Fig. 1: run 1, placed cells, one color a class
Bar = 50 microns.
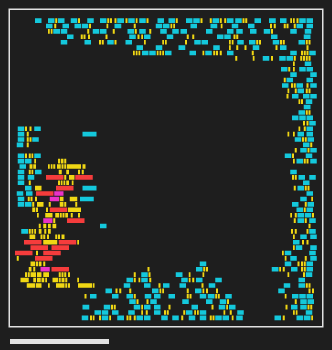
Fig. 2: run 1, pin map
Pins as bars across the die edge, other pins in gray.
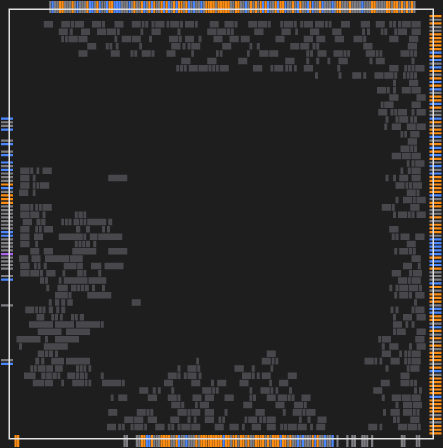
Fig. 3: run 1, cell sizes after repair
Bar = 50 microns.
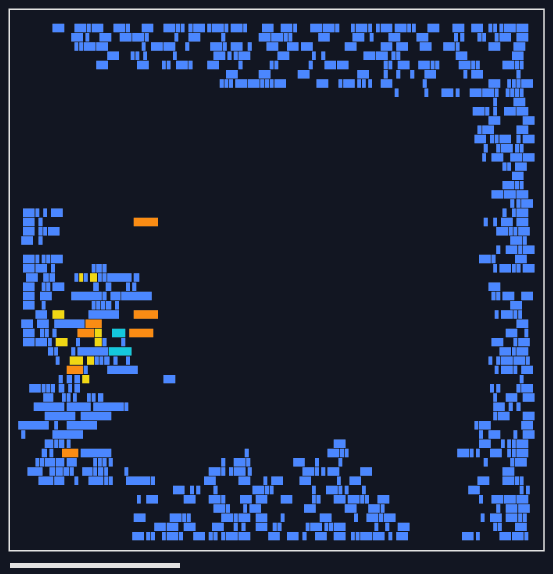
File: config.mk
export PLATFORM = sky130hd
export DESIGN_NAME = ace_rd_arbiter
export DESIGN_NICKNAME = d
export VERILOG_FILES = /design/src/rtl/offnariscv_pkg.sv /design/src/rtl/ace_ar_slice.sv /design/src/rtl/ace_rd_arbiter.sv
export SDC_FILE = /design/constraint.sdc
export NUM_CORES = 1
export LEC_CHECK = 0
export ABC_AREA = 1
export CORE_AREA = 2 2 155 157
export CTS_BUF_LIST = sky130_fd_sc_hd__clkbuf_8
export CTS_CLUSTER_SIZE = 40
export DETAILED_ROUTE_END_ITERATION = 12
export DIE_AREA = 0 0 157 159
export GPL_ROUTABILITY_DRIVEN = 0
export PLACE_DENSITY = 0.5
export SYNTH_ARGS = -nofsm -noshare
export SYNTH_HDL_FRONTEND = slang
export SYNTH_SLANG_ARGS = --single-unit
File: constraint.sdc
create_clock -name clk -period 5.8 [get_ports clk]
set_input_delay 1.45 -clock clk [delete_from_list [all_inputs] [get_ports clk]]
set_output_delay 1.45 -clock clk [all_outputs]
set_load 0.03 [all_outputs]
File: src/rtl/offnariscv_pkg.sv
// Shared ACE width constants and AR/R channel payload structs.
package offnariscv_pkg;

    localparam int unsigned ACE_ID_W     = 4;
    localparam int unsigned ACE_ADDR_W   = 32;
    localparam int unsigned ACE_DATA_W   = 64;
    localparam int unsigned ACE_USER_W   = 4;
    localparam int unsigned ACE_LEN_W    = 8;
    localparam int unsigned ACE_SIZE_W   = 3;
    localparam int unsigned ACE_BURST_W  = 2;
    localparam int unsigned ACE_CACHE_W  = 4;
    localparam int unsigned ACE_PROT_W   = 3;
    localparam int unsigned ACE_QOS_W    = 4;
    localparam int unsigned ACE_REGION_W = 4;
    localparam int unsigned ACE_SNOOP_W  = 4;
    localparam int unsigned ACE_DOMAIN_W = 2;
    localparam int unsigned ACE_BAR_W    = 2;
    localparam int unsigned ACE_RRESP_W  = 4;

    typedef struct packed {
        logic [ACE_ID_W-1:0]     id;
        logic [ACE_ADDR_W-1:0]   addr;
        logic [ACE_LEN_W-1:0]    len;
        logic [ACE_SIZE_W-1:0]   size;
        logic [ACE_BURST_W-1:0]  burst;
        logic                    lock;
        logic [ACE_CACHE_W-1:0]  cache;
        logic [ACE_PROT_W-1:0]   prot;
        logic [ACE_QOS_W-1:0]    qos;
        logic [ACE_REGION_W-1:0] region;
        logic [ACE_USER_W-1:0]   user;
        logic [ACE_SNOOP_W-1:0]  snoop;
        logic [ACE_DOMAIN_W-1:0] domain;
        logic [ACE_BAR_W-1:0]    bar;
    } ace_ar_t;

    typedef struct packed {
        logic [ACE_ID_W-1:0]    id;
        logic [ACE_DATA_W-1:0]  data;
        logic [ACE_RRESP_W-1:0] resp;
        logic                   last;
        logic [ACE_USER_W-1:0]  user;
    } ace_r_t;

endpackage

File: src/rtl/ace_ar_slice.sv
// Two-entry skid buffer for the downstream AR channel; used only when
// ACE_RD_ARB_REGSLICE_EN is defined. Upstream ready is a flop (no comb path).
module ace_ar_slice
    import offnariscv_pkg::*;
(
    input  logic    clk,
    input  logic    rst_n,
    input  logic    i_valid,
    output logic    o_ready,
    input  ace_ar_t i_data,
    output logic    o_valid,
    input  logic    i_ready,
    output ace_ar_t o_data
);

    logic    r_valid;
    ace_ar_t r_data;
    logic    r_skid_vld;
    ace_ar_t r_skid;

    assign o_valid = r_valid;
    assign o_data  = r_data;
    assign o_ready = ~r_skid_vld;

    // Main stage drains into downstream; skid catches the beat accepted while stalled.
    always_ff @(posedge clk or negedge rst_n) begin
        if (!rst_n) begin
            r_valid    <= 1'b0;
            r_data     <= '0;
            r_skid_vld <= 1'b0;
            r_skid     <= '0;
        end else if (i_ready || !r_valid) begin
            if (r_skid_vld) begin
                r_valid    <= 1'b1;
                r_data     <= r_skid;
                r_skid_vld <= 1'b0;
            end else begin
                r_valid <= i_valid;
                r_data  <= i_data;
            end
        end else if (i_valid && !r_skid_vld) begin
            r_skid     <= i_data;
            r_skid_vld <= 1'b1;
        end
    end

endmodule

File: src/rtl/ace_rd_arbiter.sv
// N:1 ACE read arbiter: round-robin AR grant with per-master outstanding limit,
// id-based R routing and RACK merging. ACE_RD_ARB_REGSLICE_EN adds an AR skid buffer.
module ace_rd_arbiter
    import offnariscv_pkg::*;
#(
    parameter int unsigned NUM_MASTERS     = 2,
    parameter int unsigned MAX_OUTSTANDING = 4
) (
    input  logic                   clk,
    input  logic                   rst_n,
    input  logic [NUM_MASTERS-1:0] s_arvalid,
    output logic [NUM_MASTERS-1:0] s_arready,
    input  ace_ar_t                s_ar [NUM_MASTERS],
    output logic [NUM_MASTERS-1:0] s_rvalid,
    input  logic [NUM_MASTERS-1:0] s_rready,
    output ace_r_t                 s_r,
    input  logic [NUM_MASTERS-1:0] s_rack,
    output logic                   m_arvalid,
    input  logic                   m_arready,
    output ace_ar_t                m_ar,
    input  logic                   m_rvalid,
    output logic                   m_rready,
    input  ace_r_t                 m_r,
    output logic                   m_rack
);

    localparam int unsigned IDXW     = $clog2(NUM_MASTERS);
    localparam int unsigned CNTW     = $clog2(MAX_OUTSTANDING + 1);
    localparam int unsigned PENDW    = $clog2(NUM_MASTERS * MAX_OUTSTANDING + 1);
    localparam int unsigned SUMW     = PENDW + 1;
    localparam int unsigned PEND_MAX = NUM_MASTERS * MAX_OUTSTANDING;

    logic                   r_run;
    logic [IDXW-1:0]        r_rr_ptr;
    logic                   r_lock;
    logic [IDXW-1:0]        r_lock_idx;
    logic [CNTW-1:0]        r_cnt [NUM_MASTERS];
    logic [PENDW-1:0]       r_pend;

    logic [NUM_MASTERS-1:0] w_elig;
    logic [IDXW-1:0]        w_cand;
    logic                   w_sel_vld;
    logic [IDXW-1:0]        w_sel_idx;
    logic                   w_gnt_vld;
    logic [IDXW-1:0]        w_gnt_idx;
    ace_ar_t                w_gnt_ar;
    logic                   w_dn_ready;
    logic                   w_ar_hs;
    logic [IDXW-1:0]        w_r_idx;
    logic [SUMW-1:0]        w_rack_sum;
    logic [SUMW-1:0]        w_pend_nxt;

    // r_run is cleared asynchronously and keeps all comb outputs quiet in reset.
    always_comb begin
        for (int unsigned i = 0; i < NUM_MASTERS; i++) begin
            w_elig[i] = r_run & s_arvalid[i] & (r_cnt[i] < CNTW'(MAX_OUTSTANDING));
        end
    end

    always_comb begin
        w_sel_vld = 1'b0;
        w_sel_idx = '0;
        w_cand    = '0;
        for (int unsigned k = 0; k < NUM_MASTERS; k++) begin
            w_cand = IDXW'((32'(r_rr_ptr) + k) % NUM_MASTERS);
            if (!w_sel_vld && w_elig[w_cand]) begin
                w_sel_vld = 1'b1;
                w_sel_idx = w_cand;
            end
        end
    end

    // A grant presented but not accepted is locked until its handshake.
    assign w_gnt_idx = r_lock ? r_lock_idx : w_sel_idx;
    assign w_gnt_vld = r_lock | w_sel_vld;
    assign w_ar_hs   = w_gnt_vld & w_dn_ready;

    always_comb begin
        w_gnt_ar    = s_ar[w_gnt_idx];
        w_gnt_ar.id = {w_gnt_idx, w_gnt_ar.id[ACE_ID_W-IDXW-1:0]};
        s_arready   = '0;
        if (w_ar_hs) begin
            s_arready[w_gnt_idx] = 1'b1;
        end
    end

`ifdef ACE_RD_ARB_REGSLICE_EN
    ace_ar_slice u_ar_slice (
        .clk     (clk),
        .rst_n   (rst_n),
        .i_valid (w_gnt_vld),
        .o_ready (w_dn_ready),
        .i_data  (w_gnt_ar),
        .o_valid (m_arvalid),
        .i_ready (m_arready),
        .o_data  (m_ar)
    );
`else
    assign m_arvalid  = w_gnt_vld;
    assign m_ar       = w_gnt_ar;
    assign w_dn_ready = m_arready;
`endif

    always_ff @(posedge clk or negedge rst_n) begin
        if (!rst_n) begin
            r_run      <= 1'b0;
            r_rr_ptr   <= '0;
            r_lock     <= 1'b0;
            r_lock_idx <= '0;
        end else begin
            r_run      <= 1'b1;
            r_lock     <= w_gnt_vld & ~w_dn_ready;
            r_lock_idx <= w_gnt_idx;
            if (w_ar_hs) begin
                r_rr_ptr <= IDXW'((32'(w_gnt_idx) + 1) % NUM_MASTERS);
            end
        end
    end

    // R routing: ids outside the master range are drained with ready held high.
    assign w_r_idx = m_r.id[ACE_ID_W-1 -: IDXW];

    always_comb begin
        s_rvalid = '0;
        m_rready = 1'b1;
        s_r      = m_r;
        s_r.id[ACE_ID_W-1 -: IDXW] = '0;
        for (int unsigned i = 0; i < NUM_MASTERS; i++) begin
            if (w_r_idx == IDXW'(i)) begin
                s_rvalid[i] = m_rvalid & r_run;
                m_rready    = s_rready[i];
            end
        end
    end

    always_ff @(posedge clk or negedge rst_n) begin
        if (!rst_n) begin
            for (int unsigned i = 0; i < NUM_MASTERS; i++) begin
                r_cnt[i] <= '0;
            end
        end else begin
            for (int unsigned i = 0; i < NUM_MASTERS; i++) begin
                case ({s_arready[i], s_rvalid[i] & s_rready[i] & m_r.last})
                    2'b10:   r_cnt[i] <= r_cnt[i] + CNTW'(1);
                    2'b01:   if (r_cnt[i] != '0) r_cnt[i] <= r_cnt[i] - CNTW'(1);
                    default: r_cnt[i] <= r_cnt[i];
                endcase
            end
        end
    end

    // RACK: each pulse beyond the first in a cycle is deferred to following cycles.
    always_comb begin
        w_rack_sum = SUMW'(r_pend);
        for (int unsigned i = 0; i < NUM_MASTERS; i++) begin
            w_rack_sum = w_rack_sum + SUMW'(s_rack[i]);
        end
        m_rack     = r_run & (w_rack_sum != '0);
        w_pend_nxt = w_rack_sum - SUMW'(m_rack);
        if (w_pend_nxt > SUMW'(PEND_MAX)) begin
            w_pend_nxt = SUMW'(PEND_MAX);
        end
    end

    always_ff @(posedge clk or negedge rst_n) begin
        if (!rst_n) begin
            r_pend <= '0;
        end else begin
            r_pend <= PENDW'(w_pend_nxt);
        end
    end

endmodule

==> results.json, run 1 <==
{
  "clock-sinks": 14,
  "initial_core_util_pct": 10.8,
  "synth_top_cell_by_area": "nand2_1",
  "pwr-share-clk_pct": 7.5,
  "critical_path_buf_inv_count": 6,
  "syn_inst": 448,
  "crit_path_frequent_cell": "inv_1",
  "crit_arrival_ps": 3820,
  "async_flop_share_pct": 100,
  "cts_hold_buf": 0,
  "post_route_cells_drive_above_1_share_pct": 2.96,
  "die_area_sq_um": 25000,
  "path_clk_slew_ps": 60,
  "insertion_delay_ps": 250,
  "post-place-ws_ps": 544,
  "final_cell_area_sq_um": 4820,
  "slew_violations": 0,
  "rsz0062_at_grt": "no",
  "ys_seq_share_pct": 14.0,
  "area_leaders": "nand2_1 39%, buf_4 25%, dfrtp_1 14%",
  "seq_power_share_pct": 12.3,
  "top_cell_area_share_pct": 39.0,
  "fp_nets": 695,
  "setup_tns_ps": 0,
  "most_common_cell": "nand2_1",
  "synth_cell_types": 25,
  "p_switching_mw": 0.642,
  "antenna_found_initial": 0,
  "internal-power_mw": 0.631,
  "ios": 402,
  "setup_slack_ps": 535,
  "status": "complete, no violations",
  "ir_worst_vdd_mv": 0.194,
  "final_nets": 857,
  "grt_util_all_layers_pct": 8.62,
  "port_buffers": 248,
  "top_cells_by_count": "259 x nand2_1, 84 x buf_4, 27 x inv_1",
  "drt_pass1_iterations": 4,
  "drt_iter0_drc": 141
}
-- Fig. 1 (at the start) --
- other buffers and delay cells: cyan (cells 251)
- combinational and other logic: yellow (cells 340)
- flops: red (cells 14)
- clock drivers and dummy loads: magenta (cells 4)

-- Fig. 2 (at the start) --
- m_arready: purple (pins 1; direction input; edge west)
- m_r: blue (pins 77; direction input; edge 29 north, 26 east, 11 west, 11 south)
- s_ar: orange (pins 154; direction input; edge 59 east, 51 north, 40 south, 4 west)

-- Fig. 3 (at the start) --
- _3 and _4 cells: cyan (cells 2; share 0.33%)
- _0 and _1 cells: blue (cells 591; share 97%)
- _2 cells: yellow (cells 9; share 1.5%)
- _6 and larger: orange (cells 7; share 1.1%)

run 1: worst register-to-register path, cell delays in order, from the launching register on:
cell	delay (ps)
dfrtp_1	320
inv_1	50
fa_1	350
inv_1	80
ha_1	180
inv_1	50
nand2_1	50
nand2_1	80
inv_1	90
nand4_1	100
o21a_1	220
ha_1	210
ha_1	200
nand3_1	100
xor2_1	260
o21ai_0	130
nor2_1	110
run 1: cell usage in the layout (no fill, tap or decap), types with 2 or more instances in the layout:
cell,count
nand2_1,259
clkdlybuf4s50_1,248
inv_1,27
nand3_1,15
dfrtp_1,14
nor2_1,7
xor2_1,5
clkbuf_8,4
nand2_2,3
fa_1,3
ha_1,3
buf_12,3
nand3_2,2
nor2_2,2
o21ai_0,2
conb_1,2
run 1: metal layers:
layer  vias to the layer above  GRT usage [%]  routed length, microns
met5                         -              0                       0
met4                         0           1.54                     142
met3                        13           4.46                    1860
met2                       197           15.7                    5650
met1                      1202           8.78                    4210
li1                       1571              -                       -
run 1: flip-flops by register name, indices dropped and copies added, names as in the netlist:
| register | count |
|---|---|
| r_cnt | 6 |
| r_pend | 4 |
| r_lock | 1 |
| r_lock_idx | 1 |
| r_rr_ptr | 1 |
| r_run | 1 |
run 1: stage by stage:
stage	hold WS (ps)	instances	power, mW
after floorplan	441	448	0.844
after global placement	454	924	1.19
after detailed placement	461	924	1.19
after CTS	474	928	1.29
after global routing	490	928	1.38
final	474	928	1.27
run 1: worst paths after layout:
kind | start | end | slack [ps] | cells past startpoint
min | r_cnt[0]$_DFFE_PN0P_ | r_cnt[0]$_DFFE_PN0P_ | 470 | 1
min in group asynchronous | rst_n | r_lock_idx$_DFF_PN0_ | 1590 | 1
max | s_rack[0] | m_rack | 530 | 12
max reg2reg | r_pend[0]$_DFF_PN0_ | r_pend[0]$_DFF_PN0_ | 3130 | 16
min reg2reg | r_cnt[0]$_DFFE_PN0P_ | r_cnt[0]$_DFFE_PN0P_ | 470 | 1
max in group asynchronous | rst_n | r_pend[0]$_DFF_PN0_ | 3800 | 1
run 1: cell type report:
type / count / area, sq um
sequential: 14 / 350
timing repair buffer: 251 / 2540
multi-input combinational: 312 / 1370
tap: 319 / 399
fill: 2631 / 18400
clock buffer: 4 / 55.1
inverter: 28 / 105
run 1: cells by family after synthesis:
kind of cell | count (synthesis) | share of synthesized area [%]
fa+ha+maj | 6 | 3.91
other cells | 2 | 0.301
simple gates | 291 | 46.1
flops | 14 | 14.0
compound gates | 7 | 2.01
buf+inv | 122 | 31.5
xor+xnor | 6 | 2.11
run 1: power by group through the flow:
stage,Clock [mW],Combinational (mW),Sequential (mW)
detailed placement,0,1.03,0.159
floorplan,0,0.691,0.154
finish,0.0954,1.02,0.156
global route,0.104,1.12,0.162
global placement,0,1.03,0.157
CTS,0.0981,1.04,0.157
Fig. 4: run 1, clock routing
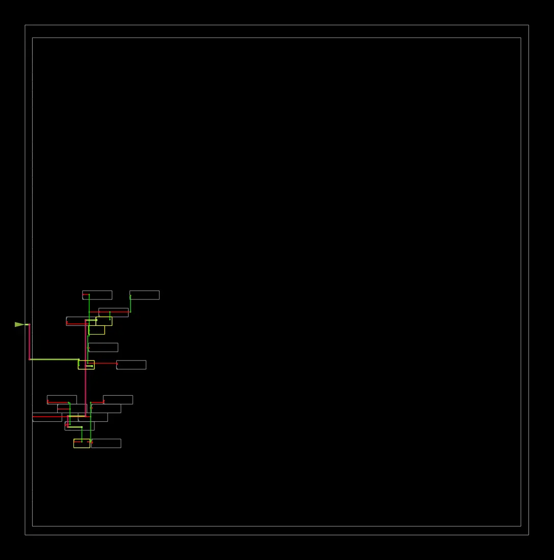

## Run 2: what changed since run 1
Settings changed: SETUP_SLACK_MARGIN set to 0.4.
Fig. 5: run 2, clock routing
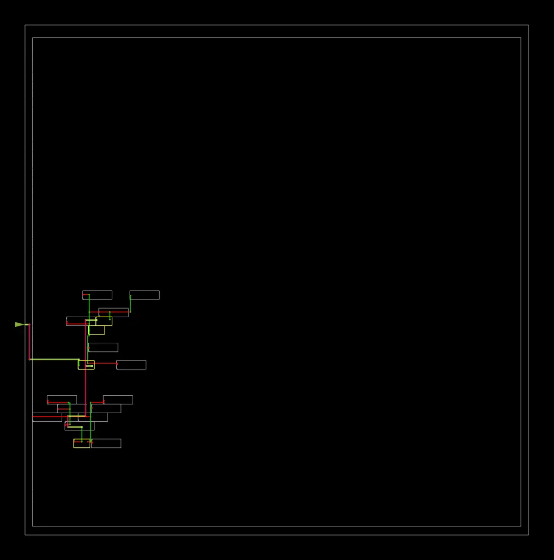
Flop Count: 14
CTS Buf Count: 3
P_clk: 0.0954 mW
Worst Clk Skew: 1.34 ps
clk latency late pin: 250 ps

Fig. 6: run 2, clock network drawn from the DEF
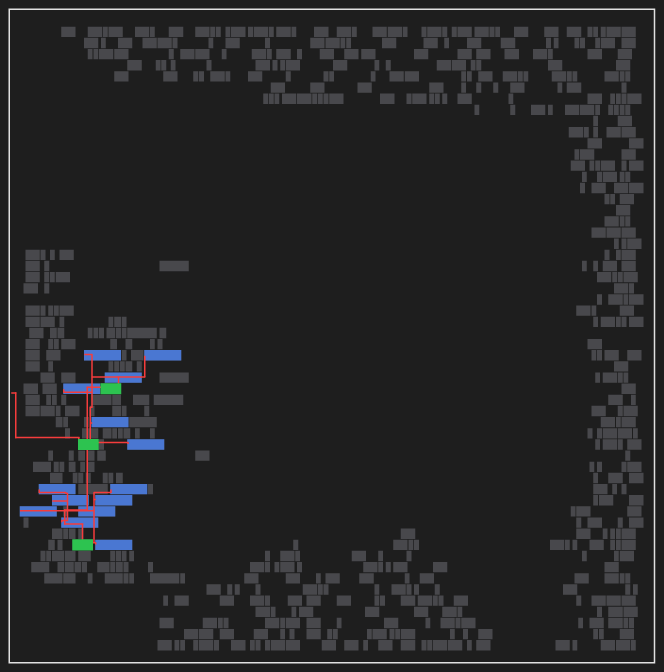
- clock wires: red (length 204 microns)
- flip-flops: blue (count 14)
- clock drivers: green (count 3)
- routed clock nets: 4
- flops lie: south-west

==> run 2 against run 1 <==
Net effect: sequential share of layout area hardly changed; core utilization is essentially flat; maximum frequency is 2.5% higher; register-to-register slack is essentially flat; non-clock buffer count unchanged; design area about the same; synthesized cell count unchanged; critical path depth down 3; combinational power barely moved; synthesized area is the same; global-route usage unchanged.
==> results.json, run 2 <==
{
  "status": "complete, no violations",
  "initial_core_util_pct": 10.8,
  "ys_seq_share_pct": 14.0,
  "synth_top_cell_by_area": "nand2_1",
  "area_leaders": "nand2_1 39%, buf_4 25%, dfrtp_1 14%",
  "hold_start": "r_cnt[0]$_DFFE_PN0P_",
  "whs_path_depth": 1,
  "synth_cell_types": 25,
  "endpoint": "m_ar[11]",
  "top_regs": "r_cnt: 6 flops, r_pend: 4 flops",
  "route.met3.wl_mm": 1.87,
  "final_cell_mix": "259 x nand2_1, 247 x clkdlybuf4s50_1, 27 x inv_1, 15 x nand3_1, 14 x dfrtp_1",
  "final_cell_area_sq_um": 4820,
  "crit_arrival_ps": 3690,
  "port_buffers": 248,
  "r2r_slack_ps": 3130,
  "most_common_cell": "nand2_1",
  "worstSetupStartpoint": "s_arvalid[0]",
  "grt_util_all_layers_pct": 8.62,
  "critical_path_buf_inv_count": 3,
  "slew_violations": 0,
  "drt_pass1_iterations": 4,
  "wl_met2_mm": 5.66,
  "finalNonFillerCells": 928,
  "ir_worst_vdd_mv": 0.194,
  "cp_num_cells": 9
}
run 2: worst min path at each step:
stage,endpoint
after detailed placement,r_cnt[2]$_DFFE_PN0P_
after global placement,r_cnt[2]$_DFFE_PN0P_
after floorplan,r_cnt[2]$_DFFE_PN0P_
final,r_cnt[0]$_DFFE_PN0P_
after CTS,r_cnt[2]$_DFFE_PN0P_
after global routing,r_cnt[3]$_DFFE_PN0P_
run 2: area by class of cell:
| class | count | area (sq um) | share of cell area, % |
|---|---|---|---|
| Timing Repair Buffer | 251 | 2540 | 52.8 |
| Clock buffer | 4 | 55.1 | 1.14 |
| Inverter | 28 | 105 | 2.18 |
| Tap cell | 319 | 399 | 8.28 |
| Multi-Input combinational cell | 312 | 1370 | 28.3 |
| Sequential cell | 14 | 350 | 7.27 |
run 2: report_power, final:
group / internal, mW / leakage (nW) / switching, mW
logic: 0.434 / 2.05 / 0.588
registers: 0.137 / 0.172 / 0.0197
clock network: 0.0602 / 0.0288 / 0.0352
total: 0.630 / 2.25 / 0.643
run 2: worst register-to-register path, cell delays in order (launching register included):
cell     delay (ps)
dfrtp_1         320
inv_1            50
fa_1            350
inv_1            80
ha_1            180
inv_1            50
nand2_1          50
nand2_1          80
inv_1            90
nand4_1         100
o21a_1          220
ha_1            210
ha_1            200
nand3_1         100
xor2_1          260
o21ai_0         130
nor2_1          110
run 2: metrics by stage:
step,setup WS [ps],util (%),power [mW],hold WS (ps)
2_1_floorplan,1610,-,0.844,441
6_report,661,20.8,1.27,474
4_1_cts,532,20.8,1.29,474
5_1_grt,514,20.8,1.38,490
3_3_place_gp,541,20.5,1.19,454
3_5_place_dp,544,20.5,1.19,461
run 2: cells by family after synthesis:
logic type / after synthesis / share of synthesized area (%)
AOI/OAI and AO/OA: 7 / 2.01
xor gates and xnor gates: 6 / 2.11
adders and majority gates: 6 / 3.91
buffers and inverters: 122 / 31.5
DFF: 14 / 14.0
other: 2 / 0.301
and+or+nand+nor: 291 / 46.1
run 2: routing by layer:
layer | track usage [%] | up-vias
li1 | - | 1571
met3 | 4.46 | 13
met1 | 8.78 | 1215
met5 | 0 | -
met4 | 1.54 | 0
met2 | 15.7 | 197
run 2: repair_timing:
action,in CTS,in global routing
resized,0,1
endpoints found under the setup margin,0,1
endpoints found under the hold margin,0,0
Power figures rest on the tool's default switching activity, not on a simulated workload.
